===== config.mk =====
export PLATFORM = sky130hd
export DESIGN_NAME = alu_pipe
export DESIGN_NICKNAME = d
export VERILOG_FILES = /design/src/rtl/alu_pipe.sv
export SDC_FILE = /design/constraint.sdc
export NUM_CORES = 1
export LEC_CHECK = 0
export CORE_AREA = 2 2 117 119
export CTS_CLUSTER_SIZE = 16
export DETAILED_ROUTE_END_ITERATION = 12
export DIE_AREA = 0 0 119 121
export GPL_TIMING_DRIVEN = 0
export HOLD_SLACK_MARGIN = 0.02
export RECOVER_POWER = 50
export SYNTH_ARGS = -nofsm -noshare
export SYNTH_HDL_FRONTEND = slang
export SYNTH_SLANG_ARGS = --single-unit
export TNS_END_PERCENT = 30

===== constraint.sdc =====
create_clock -name clk -period 2.9 [get_ports clk]
set_input_delay 0.87 -clock clk [delete_from_list [all_inputs] [get_ports clk]]
set_output_delay 0.87 -clock clk [all_outputs]
set_load 0.1 [all_outputs]

===== src/rtl/alu_pipe.sv =====
// rtl/alu_pipe.sv - registered valid/ready ALU with flags and iterative multiply
// One operation in flight; MUL runs a WIDTH-cycle shift-add loop, everything else completes next cycle.
module alu_pipe #(
   parameter  int WIDTH = 8,
   localparam int SHW   = $clog2(WIDTH)
) (
   input  logic             clk,
   input  logic             rst_n,
   input  logic             in_valid,
   output logic             in_ready,
   input  logic [WIDTH-1:0] a,
   input  logic [WIDTH-1:0] b,
   input  logic [3:0]       op,
   output logic             out_valid,
   input  logic             out_ready,
   output logic [WIDTH-1:0] result,
   output logic             zero,
   output logic             negative,
   output logic             carry,
   output logic             overflow
);

   localparam int MSB = WIDTH - 1;
   localparam logic [3:0] OP_MUL = 4'd10;

   typedef enum logic {S_IDLE, S_MUL} state_t;

   state_t             r_state;
   logic [WIDTH-1:0]   r_result;
   logic               r_carry;
   logic               r_overflow;
   logic               r_out_valid;
   logic [2*WIDTH-1:0] r_mcand;
   logic [2*WIDTH-1:0] r_acc;
   logic [WIDTH-1:0]   r_mplier;
   logic [SHW-1:0]     r_cnt;

   logic               w_accept;
   logic               w_out_fire;
   logic [WIDTH:0]     w_sum;
   logic [WIDTH:0]     w_diff;
   logic [SHW-1:0]     w_shamt;
   logic [WIDTH-1:0]   w_sra;
   logic [WIDTH-1:0]   w_res;
   logic               w_c;
   logic               w_v;
   logic [2*WIDTH-1:0] w_mul_next;
   logic               w_mul_last;

   assign in_ready   = (r_state == S_IDLE) && (!r_out_valid || out_ready);
   assign w_accept   = in_valid && in_ready;
   assign w_out_fire = r_out_valid && out_ready;

   assign w_sum   = {1'b0, a} + {1'b0, b};
   assign w_diff  = {1'b0, a} - {1'b0, b};
   assign w_shamt = b[SHW-1:0];
   assign w_sra   = $signed(a) >>> w_shamt;

   always_comb begin
      w_res = '0;
      w_c   = 1'b0;
      w_v   = 1'b0;
      case (op)
         4'd0: begin
            w_res = w_sum[MSB:0];
            w_c   = w_sum[WIDTH];
            w_v   = (a[MSB] == b[MSB]) && (w_sum[MSB] != a[MSB]);
         end
         4'd1: begin
            // the extra top bit of the widened difference is the borrow
            w_res = w_diff[MSB:0];
            w_c   = w_diff[WIDTH];
            w_v   = (a[MSB] != b[MSB]) && (w_diff[MSB] != a[MSB]);
         end
         4'd2:    w_res = a & b;
         4'd3:    w_res = a | b;
         4'd4:    w_res = a ^ b;
         4'd5:    w_res = a << w_shamt;
         4'd6:    w_res = a >> w_shamt;
         4'd7:    w_res = w_sra;
         4'd8:    w_res = {{(WIDTH-1){1'b0}}, ($signed(a) < $signed(b))};
         4'd9:    w_res = {{(WIDTH-1){1'b0}}, (a < b)};
         default: w_res = '0;
      endcase
   end

   assign w_mul_next = r_acc + (r_mplier[0] ? r_mcand : '0);
   assign w_mul_last = (r_cnt == SHW'(WIDTH - 1));

   always_ff @(posedge clk or negedge rst_n) begin
      if (!rst_n) begin
         r_state     <= S_IDLE;
         r_result    <= '0;
         r_carry     <= 1'b0;
         r_overflow  <= 1'b0;
         r_out_valid <= 1'b0;
         r_mcand     <= '0;
         r_acc       <= '0;
         r_mplier    <= '0;
         r_cnt       <= '0;
      end else begin
         case (r_state)
            S_IDLE: begin
               if (w_accept && op == OP_MUL) begin
                  r_mcand     <= {{WIDTH{1'b0}}, a};
                  r_mplier    <= b;
                  r_acc       <= '0;
                  r_cnt       <= '0;
                  r_out_valid <= 1'b0;
                  r_state     <= S_MUL;
               end else if (w_accept) begin
                  r_result    <= w_res;
                  r_carry     <= w_c;
                  r_overflow  <= w_v;
                  r_out_valid <= 1'b1;
               end else if (w_out_fire) begin
                  r_out_valid <= 1'b0;
               end
            end
            S_MUL: begin
               r_acc    <= w_mul_next;
               r_mcand  <= r_mcand << 1;
               r_mplier <= r_mplier >> 1;
               r_cnt    <= r_cnt + SHW'(1);
               if (w_mul_last) begin
                  r_result    <= w_mul_next[MSB:0];
                  r_carry     <= |w_mul_next[2*WIDTH-1:WIDTH];
                  r_overflow  <= 1'b0;
                  r_out_valid <= 1'b1;
                  r_state     <= S_IDLE;
               end else if (w_out_fire) begin
                  r_out_valid <= 1'b0;
               end
            end
            default: r_state <= S_IDLE;
         endcase
      end
   end

   assign out_valid = r_out_valid;
   assign result    = r_result;
   assign carry     = r_carry;
   assign overflow  = r_overflow;
   assign zero      = (r_result == '0);
   assign negative  = r_result[MSB];

endmodule

Figure 1. The metal 1 layer (run 1).
Scale: 3 px per µm. Cells faint in the background.
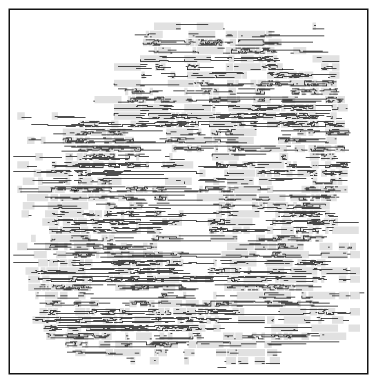
The longest straight run is 35.0 µm. The layer holds 43% of the routed length.

Figure 2. Met2 routing (run 1).
Scale: 4 px per µm.
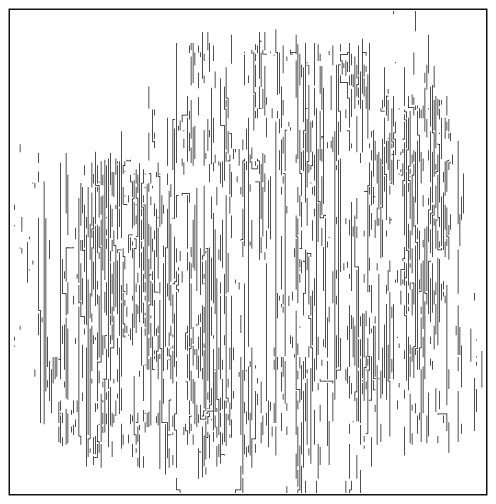
The layer carries 8120 µm of wire. The layer holds 48% of the routed length. The wires run mostly vertical. 648 nets have wire on it.
met2 GRT Util: 0.395
vias post-DR: 5201
total wire length: 16.9 mm

==> results.py, run 1 <==
# Metrics from the implementation run
metrics = {
    "power_and_ir_drop": {
        "p_leak_nw": 2.77,
        "irDropWorstVdd_uv": 394,
        "switchingPower_mw": 3.34,
        "seq_power_share": 0.207,
        "pwr-share-comb": 0.697,
        "powerDensity_nw_per_um2": 1010,
        "p_int_mw": 3.11,
    },
    "final_layout": {
        "antenna_cells": 0,
        "drive_gt1_frac": 0.208,
        "mostFrequentLayoutCells": "71 x nand2_1, 54 x dfrtp_1, 51 x nor2_1",
        "layoutNonFillerInstCount": 879,
        "utilization": 0.489,
        "nFillCells": 1250,
        "layout.cells.most_common": "nand2_1",
    },
    "floorplan": {
        "initial_core_util": 0.391,
        "row_count": 42,
        "die_h_um": 121,
        "die_w_um": 119,
    },
    "clocking": {
        "cts_tree": "done",
        "hold_buffers": 0,
        "path_clk_slew_ns": 0.07,
        "clock_sinks": 55,
    },
    "critical_path": {
        "cp-start-kind": "flip-flop",
        "worst_setup_path_end_kind": "flip-flop",
        "worstPathMaxFanout": 7,
        "arrival_ns": 3.19,
        "critPathKind": "reg -> reg",
        "cp.required_ns": 3.09,
    },
    "yosys": {
        "ys_cells": 634,
        "edf_count": 0,
        "syn_area_um2": 5110,
        "fp_nets": 703,
        "ys_seq_frac": 0.269,
        "synth_top_flop_cell": "dfrtp_1",
        "avgSynthCellArea_um2": 8.06,
        "synth-area-yosys_um2": 5110,
        "ys_types": 78,
        "numSynthFlops": 55,
        "yosys_warnings": 0,
    },
    "run_status": {
        "status": "finished with violations",
        "failed_checks": "negative setup slack",
    },
    "detailed_routing": {
        "wl_per_cell_um": 19.3,
        "viasPerCell": 5.92,
        "first_iter_violations": 463,
        "ant_nets": 0,
    },
    "sta": {
        "min_period_ns": 3.00,
        "tightest_slew_ns": 1.08,
        "slew_headroom": 0.280,
        "drv_slew": 0,
        "grt_setup_unrepaired": "true",
        "hold_viol_final": 0,
        "setup_violations": 1,
        "hold_slack_ns": 0.485,
        "fmax_mhz": 334,
        "fin_crit_sh": 1.03,
        "setup_slack_ns": -0.0983,
    },
    "place": {
        "numPortBuffers": 36,
        "gp_congestion": 0.996,
        "dp.cells": 847,
        "dp_hpwl_mm": 12.9,
    },
    "global_routing": {
        "grt_usage": 0.236,
        "antenna_found_initial": 0,
        "grt_pass1_wl_mm": 26.9,
    },
    "run": {
        "warning_count": 46,
    },
}
Figure 3. Met3 routing (run 1).
Scale: 2 px per µm. Cells faint in the background.
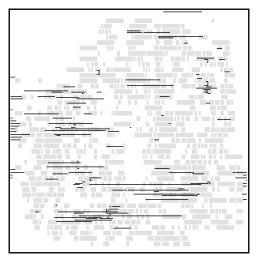
97 nets have wire on it. The longest straight run is 55.7 µm.

-- run 1: power groups by stage --
stage | Combinational (mW) | Clock (mW) | Sequential (mW)
2_1_floorplan | 2.64 | 0 | 1.67
3_3_place_gp | 3.90 | 0 | 1.32
4_1_cts | 4.10 | 0.627 | 1.33
3_5_place_dp | 3.97 | 0 | 1.34
5_1_grt | 4.87 | 0.661 | 1.37
6_report | 4.50 | 0.617 | 1.34
-- run 1: registers in the layout (all words and copies together), names as in the netlist --
register   flops
r_acc         16
r_mcand       16
r_mplier       8
result         8
r_cnt          3
carry          1
out_valid      1
overflow       1
r_state        1
-- run 1: cell families (layout without fill, tap and decap cells) --
logic type	Yosys count	after routing	share of synthesized area
AND-OR/OR-AND	201	201	0.275
buffers and inverters	66	135	0.0534
XOR/XNOR	7	7	0.0120
flip-flops	55	55	0.269
multiplexers	16	16	0.0389
AND/OR/NAND/NOR	244	244	0.237
adder cells (fa/ha/maj)	45	45	0.115
-- run 1: routing by layer --
layer	wire length [µm]	up-vias	track usage
met4	485	0	0.0945
met3	977	34	0.0263
li1	-	2478	-
met2	8120	196	0.395
met1	7360	2493	0.311
met5	0	-	0
-- run 1: cell usage after synthesis, drive strengths merged (16+ instances only) --
master  count  area [µm²]
o21ai      42         214
inv        28         105
a21oi      33         173
nand3      21         105
nand2      73         274
nor2       53         199
ha         42         526
clkbuf     20        75.1
dfrtp      55        1380
buf        18        92.6
nor3       16        85.1
and2       19         119
o22ai      21         131
-- run 1: area by class of cell --
| class | count | area (µm²) | share of cell area |
|---|---|---|---|
| Multi-Input combinational cell | 513 | 3780 | 0.591 |
| Sequential cell | 55 | 1380 | 0.215 |
| Timing Repair Buffer | 61 | 526 | 0.0820 |
| Buffer | 38 | 235 | 0.0367 |
| Tap cell | 176 | 220 | 0.0344 |
| Clock buffer | 5 | 125 | 0.0195 |
| Inverter | 28 | 115 | 0.0180 |
| Clock inverter | 3 | 22.5 | 0.00352 |
-- run 1: worst paths after layout --
kind	start	endpoint	slack (ns)	depth (start not counted)
worst max-delay path	r_mplier[0]	carry	-0.1	10
worst min-delay path	r_acc[4]	r_acc[4]	0.49	1
worst max register to register	r_mplier[0]	carry	-0.1	10
worst min register to register	r_acc[4]	r_acc[4]	0.49	1
max in group asynchronous	rst_n	r_mplier[0]	0.65	2
min in group asynchronous	rst_n	r_acc[12]	0.75	1
-- run 1: worst max-delay path, stage by stage (launching register included) --
cell,delay (ns)
dfrtp_2,0.46
and2_4,0.19
ha_4,0.16
fa_2,0.39
a21oi_4,0.23
o2111ai_4,0.16
o2111a_1,0.30
a311oi_2,0.32
and3_1,0.24
a41oi_2,0.17
or2_1,0.26
-- run 1: metrics by stage --
stage	cell area [µm²]	worst slack, ns
after floorplan	5120	-0.126
after global placement	5700	-1.49
after detailed placement	5720	-1.44
after CTS	6140	-0.184
after global routing	6400	-0.194
final	6400	-0.0983
-- run 1: repair_timing --
item | 4_1_cts | 5_1_grt
setup endpoints to repair | 22 | 34
hold endpoints to repair | 0 | 0
buffers inserted | 13 | 11
pin swaps | 12 | 14
gates resized | 141 | 47
==> run 2, diff against run 1 <==
- CTS_CLUSTER_SIZE: 16 -> 20
Figure 4. Met3 routing (run 2).
Scale: 2 px per µm. Cells faint in the background.
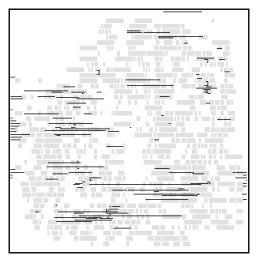
The wires run mostly horizontal. The longest straight run is 55.7 µm. The layer carries 977 µm of wire. The layer holds 5.8% of the routed length.

Figure 5. Routing congestion map (run 2).
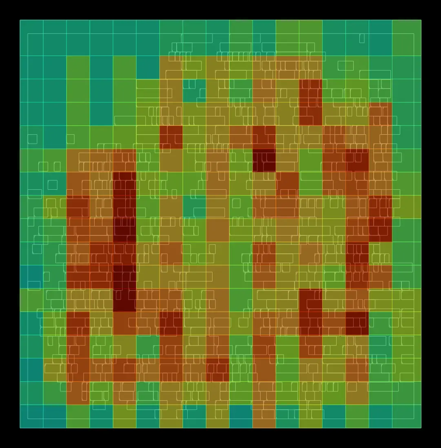
GRT met3 Usage: 0.0263
GR peak layer: met2
Tot GR Track Use: 0.236
Core Util, Final: 0.489

Figure 6. Met2 routing (run 2).
Scale: 4 px per µm.
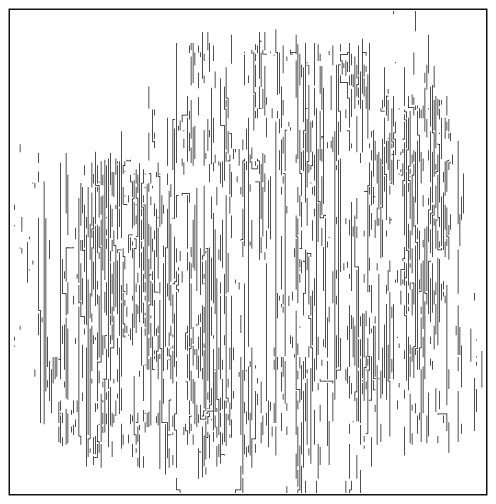
The layer carries 8120 µm of wire. 648 nets have wire on it. The layer holds 48% of the routed length.

==> run 2 against run 1 <==
Against the previous run:
- the flow still finishes with violations (negative setup slack)
- cell area unchanged
- sequential power about the same
- sequential share of layout area unchanged
- combinational power about the same
- first-iteration DRC count unchanged
- setup slack unchanged
- fmax unchanged
- critical path type unchanged
- largest power group unchanged
==> results.py, run 2 <==
# Metrics from the implementation run
metrics = {
    "detailed_routing": {
        "first_iter_violations": 463,
        "routed-wl-met3_um": 977,
        "m1WireLength_mm": 7.36,
        "wl_mm": 16.9,
        "routed.top_layer": "met4",
        "ant_nets": 0,
        "viasPerCell": 5.92,
        "num_vias": 5201,
        "wl_per_cell_um": 19.3,
        "met2_wirelength_mm": 8.12,
    },
    "sta": {
        "setup_slack_ns": -0.0983,
        "finClkSkew_ns": 0.00851,
        "hold_viol_final": 0,
        "min_period_ns": 3.00,
        "drv_slew": 0,
        "slew_headroom": 0.280,
        "fmax_mhz": 334,
        "grt_setup_unrepaired": "true",
        "fin_crit_sh": 1.03,
        "tightest_slew_ns": 1.08,
        "setup_violations": 1,
    },
    "yosys": {
        "ys_types": 78,
        "avgSynthCellArea_um2": 8.06,
        "common_cells": "73 x nand2_1, 55 x dfrtp_1, 53 x nor2_1",
        "area_leaders": "dfrtp_1 27%, ha_1 10%, nand2_1 5.4%",
        "netlist.area_leader.share": 0.269,
        "ys_async_sr_fraction": 1.00,
        "numSynthFlops": 55,
        "fp_nets": 703,
        "synth_top_flop_cell": "dfrtp_1",
        "yosys.cell_count.top_type": "nand2_1",
        "yosys_warnings": 0,
        "edf_count": 0,
        "ys_cells": 634,
        "largest_area_cell": "dfrtp_1",
        "synth-area-yosys_um2": 5110,
        "syn_area_um2": 5110,
        "ys_seq_frac": 0.269,
    },
    "final_layout": {
        "antenna_cells": 0,
        "layoutNonFillerInstCount": 879,
        "final_cell_area_um2": 6400,
        "mostFrequentLayoutCells": "71 x nand2_1, 54 x dfrtp_1, 51 x nor2_1",
        "drive_gt1_frac": 0.208,
        "layout.cells.most_common": "nand2_1",
        "reg.largest.list": "r_acc x16, r_mcand x16",
    },
    "power_and_ir_drop": {
        "powerDensity_nw_per_um2": 1010,
        "p_leak_nw": 2.77,
        "irDropWorstVdd_uv": 394,
    },
    "clocking": {
        "clock_sinks": 55,
        "path_clk_slew_ns": 0.07,
        "cts_tree": "done",
        "clockBufferDepth": 2,
        "numCtsBuffers": 5,
        "hold_buffers": 0,
    },
    "floorplan": {
        "die_area_um2": 14400,
        "row_count": 42,
        "initial_core_util": 0.391,
        "die_w_um": 119,
        "die_h_um": 121,
        "coreArea_um2": 13100,
    },
    "place": {
        "preCtsSetupSlack_ns": -1.44,
        "gp_congestion": 0.996,
        "numPortBuffers": 36,
        "dp_hpwl_mm": 12.9,
        "place_area_um2": 5720,
        "dp.cells": 847,
    },
    "critical_path": {
        "worst_setup_path_end_kind": "flip-flop",
        "reg2reg_from": "r_mplier[0]",
        "crit_path_start": "r_mplier[0]",
        "cp.required_ns": 3.09,
        "arrival_ns": 3.19,
        "critPathKind": "reg -> reg",
        "worstPathMaxFanout": 7,
        "cp-start-kind": "flip-flop",
    },
    "worst_hold_path": {
        "hp-start": "r_acc[4]",
    },
    "global_routing": {
        "antenna_found_initial": 0,
        "grt_max_degree": 37,
        "grt_pass1_wl_mm": 26.9,
    },
    "run_status": {
        "failed_checks": "negative setup slack",
        "status": "finished with violations",
    },
    "run": {
        "warning_count": 46,
    },
}
-- run 2: cell counts after synthesis --
No cell type changed its count.
-- run 2: final timing paths --
| kind | endpoint | slack, ns | cells past startpoint |
|---|---|---|---|
| worst max-delay path | carry | -0.1 | 10 |
| worst min-delay path | r_acc[4] | 0.49 | 1 |
| worst max register to register | carry | -0.1 | 10 |
| worst min register to register | r_acc[4] | 0.49 | 1 |
| max in group asynchronous | r_mplier[0] | 0.65 | 2 |
| min in group asynchronous | r_acc[12] | 0.75 | 1 |
-- run 2: timing repair --
| action | in CTS | in global routing |
|---|---|---|
| resized | 141 | 47 |
| setup buffers | 13 | 11 |
| endpoints found under the setup margin | 22 | 34 |
| pin swaps | 12 | 14 |
-- run 2: layout make-up --
cell class / count / area, µm²
clock buffers: 5 / 125
fillers: 1250 / 6680
repair buffers: 61 / 526
inverters: 28 / 115
flip-flops and latches: 55 / 1380
plain buffers: 38 / 235
multi-input cells: 513 / 3780
clock inverters: 3 / 22.5
well taps: 176 / 220
-- run 2: cells by family after synthesis --
logic type,after synthesis,synth area share
multiplexers,16,0.0389
AND-OR/OR-AND,201,0.275
adder cells (fa/ha/maj),45,0.115
AND/OR/NAND/NOR,244,0.237
flip-flops,55,0.269
buffers and inverters,66,0.0534
XOR/XNOR,7,0.0120
-- run 2: worst max-delay path: stages, from the launching register on --
cell,delay [ns]
dfrtp_2,0.46
and2_4,0.19
ha_4,0.16
fa_2,0.39
a21oi_4,0.23
o2111ai_4,0.16
o2111a_1,0.30
a311oi_2,0.32
and3_1,0.24
a41oi_2,0.17
or2_1,0.26
-- run 2: power by group --
part / leakage, nW / switching [mW] / internal [mW] / total, mW
Clock: 0.0742 / 0.293 / 0.324 / 0.617
Combinational: 2.02 / 2.81 / 1.69 / 4.50
Sequential: 0.675 / 0.240 / 1.10 / 1.34
Total: 2.77 / 3.34 / 3.11 / 6.45
-- run 2: layer usage --
layer | global-route usage | up-vias
met2 | 0.395 | 196
met4 | 0.0945 | 0
met5 | 0 | -
li1 | - | 2478
met3 | 0.0263 | 34
met1 | 0.311 | 2493
-- run 2: metrics by stage --
stage	TNS [ns]	total power, mW	hold WS (ns)
after floorplan	-0.364	4.31	0.450
after CTS	-0.185	6.05	0.490
final	-0.0983	6.45	0.485
after detailed placement	-18.93	5.30	0.473
after global placement	-64.24	5.23	0.467
after global routing	-1.45	6.91	0.520
No activity file was given, so power comes from the tool's default toggle rates.
